Ports around the boundary:
(3 px per um) Pins as bars across the die edge, other pins in gray.
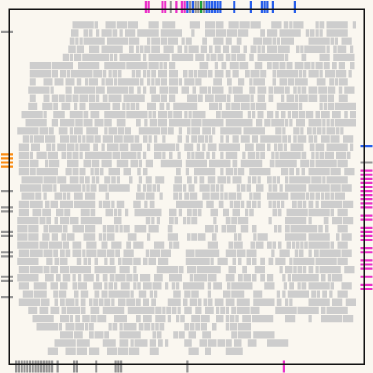
A small window of the routed layout:
Region (63, 63) to (113, 113) um. Cells in gray, sequential cells in the stronger gray; small squares are vias.
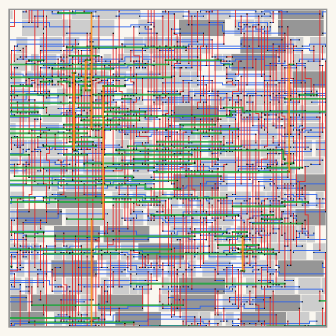
Signal wires on met4:
(3 px per um) Supply wires on this layer in gray.
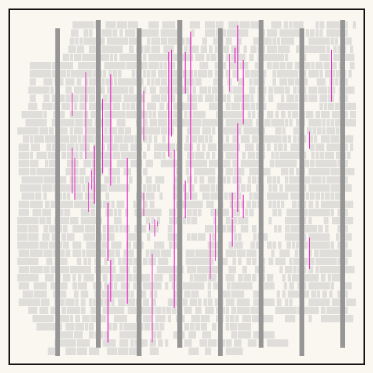
Clock nets:
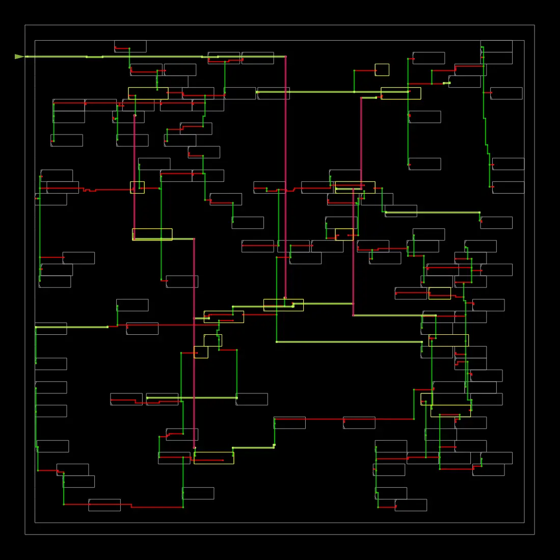
===== config.mk =====
export PLATFORM = sky130hd
export DESIGN_NAME = axis_adc_decimator
export DESIGN_NICKNAME = d
export VERILOG_FILES = /design/src/rtl/adc_pkg.sv /design/src/rtl/adc_decim_accum.sv /design/src/rtl/axis_adc_decimator.sv
export SDC_FILE = /design/constraint.sdc
export NUM_CORES = 1
export LEC_CHECK = 0
export CORE_MARGIN = 2
export CORE_UTILIZATION = 62
export DETAILED_ROUTE_END_ITERATION = 10
export GPL_TIMING_DRIVEN = 0
export PLACE_DENSITY = 0.94
export SLEW_MARGIN = 20
export SYNTH_ARGS = -nofsm -noshare
export SYNTH_HDL_FRONTEND = slang
export SYNTH_HIERARCHICAL = 1
export SYNTH_SLANG_ARGS = --single-unit

===== constraint.sdc =====
create_clock -name aclk -period 7.41 [get_ports aclk]
set_input_delay 1.8525 -clock aclk [delete_from_list [all_inputs] [get_ports aclk]]
set_output_delay 1.8525 -clock aclk [all_outputs]
set_load 0.01 [all_outputs]

===== src/rtl/adc_pkg.sv =====
// Shared definitions for the ADC decimation path: state encoding, default widths
// and the averaging-exponent clamp.
package adc_pkg;

    localparam int SAMPLE_WIDTH_DEF = 18;
    localparam int MAX_LOG2_AVG_DEF = 8;
    localparam int AXIS_DATA_W      = 32;

    typedef enum logic {
        IDLE  = 1'b0,
        ACCUM = 1'b1
    } state_t;

    function automatic logic [3:0] clamp_log2(input logic [3:0] v, input logic [3:0] max_v);
        return (v > max_v) ? max_v : v;
    endfunction

endpackage


===== src/rtl/adc_decim_accum.sv =====
// Boxcar accumulator: sums 2^N samples, latches N at group start, produces the averaged word.
// AXIS_ADC_DECIM_ROUND_EN adds a half-LSB bias before the shift (round half toward +inf).
module adc_decim_accum
    import adc_pkg::*;
#(
    parameter int SAMPLE_WIDTH = SAMPLE_WIDTH_DEF,
    parameter int MAX_LOG2_AVG = MAX_LOG2_AVG_DEF
) (
    input  logic                    clk,
    input  logic                    rst,
    input  logic                    i_clear,
    input  logic                    i_accept,
    input  logic [SAMPLE_WIDTH-1:0] i_sample,
    input  logic [3:0]              i_cfg_log2_avg,
    output logic                    o_is_final,
    output logic [AXIS_DATA_W-1:0]  o_result
);

    localparam int ACC_W = SAMPLE_WIDTH + MAX_LOG2_AVG;
    localparam int CNT_W = MAX_LOG2_AVG + 1;
    localparam logic [3:0] MAX_N = 4'(MAX_LOG2_AVG);

    logic signed [ACC_W-1:0] r_acc;
    logic [CNT_W-1:0]        r_cnt;
    logic [3:0]              r_n_eff;

    logic                    w_first;
    logic [3:0]              w_n_cur;
    logic [CNT_W-1:0]        w_last_idx;
    logic signed [ACC_W-1:0] w_sample_ext;
    logic signed [ACC_W-1:0] w_sum;
    logic signed [ACC_W:0]   w_rsum;
    logic signed [ACC_W:0]   w_shift;

    assign w_first      = (r_cnt == '0);
    assign w_n_cur      = w_first ? clamp_log2(i_cfg_log2_avg, MAX_N) : r_n_eff;
    assign w_last_idx   = (CNT_W'(1) << w_n_cur) - CNT_W'(1);
    assign o_is_final   = (r_cnt == w_last_idx);
    assign w_sample_ext = $signed({{MAX_LOG2_AVG{i_sample[SAMPLE_WIDTH-1]}}, i_sample});
    assign w_sum        = r_acc + w_sample_ext;

`ifdef AXIS_ADC_DECIM_ROUND_EN
    logic [ACC_W:0] w_bias;
    assign w_bias = (w_n_cur == 4'd0) ? '0 : ((ACC_W+1)'(1) << (w_n_cur - 4'd1));
    assign w_rsum = $signed({w_sum[ACC_W-1], w_sum}) + $signed(w_bias);
`else
    assign w_rsum = $signed({w_sum[ACC_W-1], w_sum});
`endif

    assign w_shift  = w_rsum >>> w_n_cur;
    assign o_result = {{(AXIS_DATA_W-ACC_W-1){w_shift[ACC_W]}}, w_shift};

    always_ff @(posedge clk) begin
        if (rst || i_clear) begin
            r_acc   <= '0;
            r_cnt   <= '0;
            r_n_eff <= '0;
        end else if (i_accept) begin
            if (w_first) begin
                r_n_eff <= w_n_cur;
            end
            // The closing sample leaves the accumulator empty for the next group.
            if (o_is_final) begin
                r_acc <= '0;
                r_cnt <= '0;
            end else begin
                r_acc <= w_sum;
                r_cnt <= r_cnt + CNT_W'(1);
            end
        end
    end

endmodule


===== src/rtl/axis_adc_decimator.sv =====
// AXI-Stream boxcar decimator between the ADC stream and DMA: averages 2^N samples and
// frames results into packets with tlast. Optional rounding via AXIS_ADC_DECIM_ROUND_EN.
//
//   state | meaning
//   IDLE  | cfg_enable low: input dropped, counters held at 0, pending beat drains
//   ACCUM | accumulating groups and emitting averaged beats
module axis_adc_decimator
    import adc_pkg::*;
#(
    parameter int SAMPLE_WIDTH  = SAMPLE_WIDTH_DEF,
    parameter int MAX_LOG2_AVG  = MAX_LOG2_AVG_DEF,
    parameter int PKT_LEN_WIDTH = 16
) (
    input  logic                     aclk,
    input  logic                     areset,
    input  logic                     cfg_enable,
    input  logic [3:0]               cfg_log2_avg,
    input  logic [PKT_LEN_WIDTH-1:0] cfg_pkt_len,
    input  logic [AXIS_DATA_W-1:0]   s_axis_tdata,
    input  logic                     s_axis_tvalid,
    output logic                     s_axis_tready,
    output logic [AXIS_DATA_W-1:0]   m_axis_tdata,
    output logic                     m_axis_tvalid,
    output logic                     m_axis_tlast,
    input  logic                     m_axis_tready
);

    localparam int PW = PKT_LEN_WIDTH;

    state_t                 r_state;
    logic                   r_tvalid;
    logic [AXIS_DATA_W-1:0] r_tdata;
    logic                   r_tlast;
    logic [PW-1:0]          r_beat_cnt;
    logic [PW-1:0]          r_pkt_len;

    logic                   w_active;
    logic                   w_accept;
    logic                   w_load;
    logic                   w_is_final;
    logic [AXIS_DATA_W-1:0] w_result;
    logic [PW-1:0]          w_cfg_pkt;
    logic [PW-1:0]          w_pkt_cur;
    logic                   w_beat_last;
    logic                   w_unused_tdata;

    assign w_unused_tdata = ^s_axis_tdata[AXIS_DATA_W-1:SAMPLE_WIDTH];

    // Disable takes effect in the same cycle so a falling enable never closes a group.
    assign w_active = (r_state == ACCUM) && cfg_enable;
    assign s_axis_tready = !areset &&
                           (!w_active || !w_is_final || !r_tvalid || m_axis_tready);
    assign w_accept = w_active && s_axis_tvalid && s_axis_tready;
    assign w_load   = w_accept && w_is_final;

    assign w_cfg_pkt   = (cfg_pkt_len == '0) ? PW'(1) : cfg_pkt_len;
    assign w_pkt_cur   = (r_beat_cnt == '0) ? w_cfg_pkt : r_pkt_len;
    assign w_beat_last = (r_beat_cnt == (w_pkt_cur - PW'(1)));

    adc_decim_accum #(
        .SAMPLE_WIDTH (SAMPLE_WIDTH),
        .MAX_LOG2_AVG (MAX_LOG2_AVG)
    ) u_accum (
        .clk            (aclk),
        .rst            (areset),
        .i_clear        (!w_active),
        .i_accept       (w_accept),
        .i_sample       (s_axis_tdata[SAMPLE_WIDTH-1:0]),
        .i_cfg_log2_avg (cfg_log2_avg),
        .o_is_final     (w_is_final),
        .o_result       (w_result)
    );

    always_ff @(posedge aclk) begin
        if (areset) begin
            r_state    <= IDLE;
            r_tvalid   <= 1'b0;
            r_tdata    <= '0;
            r_tlast    <= 1'b0;
            r_beat_cnt <= '0;
            r_pkt_len  <= '0;
        end else begin
            case (r_state)
                IDLE:    r_state <= cfg_enable ? ACCUM : IDLE;
                ACCUM:   r_state <= cfg_enable ? ACCUM : IDLE;
                default: r_state <= IDLE;
            endcase

            if (r_tvalid && m_axis_tready) begin
                r_tvalid <= 1'b0;
            end

            if (w_load) begin
                r_tvalid   <= 1'b1;
                r_tdata    <= w_result;
                r_tlast    <= w_beat_last;
                r_beat_cnt <= w_beat_last ? '0 : (r_beat_cnt + PW'(1));
                if (r_beat_cnt == '0) begin
                    r_pkt_len <= w_pkt_cur;
                end
            end else if (!w_active) begin
                r_beat_cnt <= '0;
            end
        end
    end

    assign m_axis_tvalid = r_tvalid;
    assign m_axis_tdata  = r_tdata;
    assign m_axis_tlast  = r_tlast;

endmodule


==> run_results.csv <==
group,metric,value,unit
logic_synthesis,edf_count,0,
detailed_routing,avgRoutedWirePerCell,18.8,um
detailed_routing,via_per_inst,6.60,
global_route,track_usage,0.354,
pwr,ir_drop,0.0999,mV
min_path,hold_path_class,"register to register",
timing,rsz0062_at_grt,"no",
timing,slew-limit-headroom,0.310,
logic_synthesis,top_cells_by_count,"nand2_1 (186), dfxtp_1 (106), a21oi_1 (101), nor2_1 (80), clkbuf_1 (46)",
pwr,p_leak,3.48,nW
logic_synthesis,synth-async-reset-ratio,0,
status,status,"finished, final reports clean",
min_path,hold_depth,2,
detailed_routing,drt_drc_violations_left,0,
floorplan,chipArea,0.0139,mm^2
placed_design,routabilityCongestion,1.05,
logic_synthesis,post_synth.cell_area_avg,7.55,um^2
logic_synthesis,synth_warnings,6,
flow_run,tool_warnings,42,
logic_synthesis,syn-instance-count,1064,
Back to the opening pictures, 'ports around the boundary':
- `m_axis_tdata`: magenta (pins 32; direction output; edge 24 east, 7 north, 1 south)
- `cfg_log2_avg`: orange (pins 4; direction input; edge west)
- `m_axis_tready`: green (pins 1; direction input; edge north)
- `cfg_pkt_len`: blue (pins 16; direction input; edge 15 north, 1 east)
Die Span Y: 118 um
DIE WIDTH: 118 um
number of port buffers: 76

Back to the opening pictures, 'a small window of the routed layout':
- M1: blue
- M2: red
- M4: orange
- M3: green
- sequential cells in the window: 25
- most frequent: nand2_1 (40), nor2_1 (26), dfxtp_1 (25)
- cells with their middle in the window: 275
- netlist names of flops here include: `r_beat_cnt` (12), `r_pkt_len` (9), `m_axis_tdata` (3)

Back to the opening pictures, 'signal wires on met4':
- main direction: vertical
- longest straight run: 55.8 um
- nets with wire on the layer: 32

Back to the opening pictures, 'clock nets':
clock sink total: 106
CTS Buf Count: 9
clk_lat worst skew: 370 ps
CLK BUF: 10

## cell families (layout without fill, tap and decap cells)
kind of cell / after synthesis / count (layout) / share of synthesized area
AND/OR/NAND/NOR: 431 / 431 / 0.259
AND-OR/OR-AND: 288 / 288 / 0.233
flip-flops: 106 / 106 / 0.264
buffers and inverters: 86 / 181 / 0.0472
XOR/XNOR: 74 / 74 / 0.0807
multiplexers: 47 / 47 / 0.0653
adder cells (fa/ha/maj): 32 / 32 / 0.0508
## flip-flops by register name (all words and copies together), names as in the netlist
name and cells:
m_axis_tdata 32, m_axis_tlast 1, m_axis_tvalid 1, r_beat_cnt 16, r_pkt_len 16, r_state 1
u_accum/r_acc 26, u_accum/r_cnt 9, u_accum/r_n_eff 4
## cells in the final DEF (no fill, tap or decap), drive strengths merged, types with 22 or more instances in the layout
cell | synthesis | final
a21oi | 102 | 102
a22o | 27 | 27
buf | 21 | 24
clkbuf | 47 | 57
clkdlybuf4s50 | 0 | 75
dfxtp | 106 | 106
ha | 31 | 31
mux2i | 40 | 40
nand2 | 188 | 188
nand3 | 22 | 22
nand4 | 24 | 24
nor2 | 81 | 81
nor3 | 24 | 24
o21ai | 46 | 46
xnor2 | 42 | 42
xor2 | 32 | 32
## critical path: cells and delay by family
kind / cells / cell delay [ps]
simple gates: 7 / 1020
xor+xnor: 1 / 140
compound gates: 2 / 520
fa+ha+maj: 1 / 260
mux: 1 / 80
buf+inv: 5 / 1220
## what timing repair did
action | CTS | global route
endpoints found under the hold margin | 0 | 0
gates resized | 3 | 12
pin swaps | 0 | 3
buffers inserted | 0 | 4
setup endpoints to repair | 1 | 1
## cell type report
type                    instances  share of cell area
multi-input cells             872               0.593
flip-flops and latches        106               0.226
repair buffers                 80              0.0846
plain buffers                  67              0.0341
clock buffers                  10              0.0255
well taps                     172              0.0229
inverters                      18             0.00720
clock inverters                 6             0.00600
## metrics by stage
stage / hold WS, ps / worst slack, ps
after CTS: 458 / 60.1
after global placement: 442 / -298
after floorplan: 429 / 1160
after detailed placement: 446 / -350
after global routing: 477 / 211
final: 457 / 457
## where the power goes
part           switching [mW]  internal, mW  leakage [nW]
Clock                   0.251         0.245         0.143
Sequential           0.000317         0.569         0.854
Combinational           0.138        0.0891          2.48
Total                   0.390         0.904          3.48
## worst paths after layout
check	start	endpoint
worst max register to register	u_accum/r_cnt[0]	m_axis_tdata[29]
worst min-delay path	m_axis_tdata[8]	m_axis_tdata[8]
worst min register to register	m_axis_tdata[8]	m_axis_tdata[8]
worst max-delay path	cfg_log2_avg[3]	s_axis_tready
## routing by layer
layer | global-route usage | wire, um
met3 | 0.0785 | 2890
met5 | 0 | 0
met1 | 0.487 | 10500
met2 | 0.537 | 11000
met4 | 0.142 | 694
Power figures rest on the tool's default switching activity, not on a simulated workload.
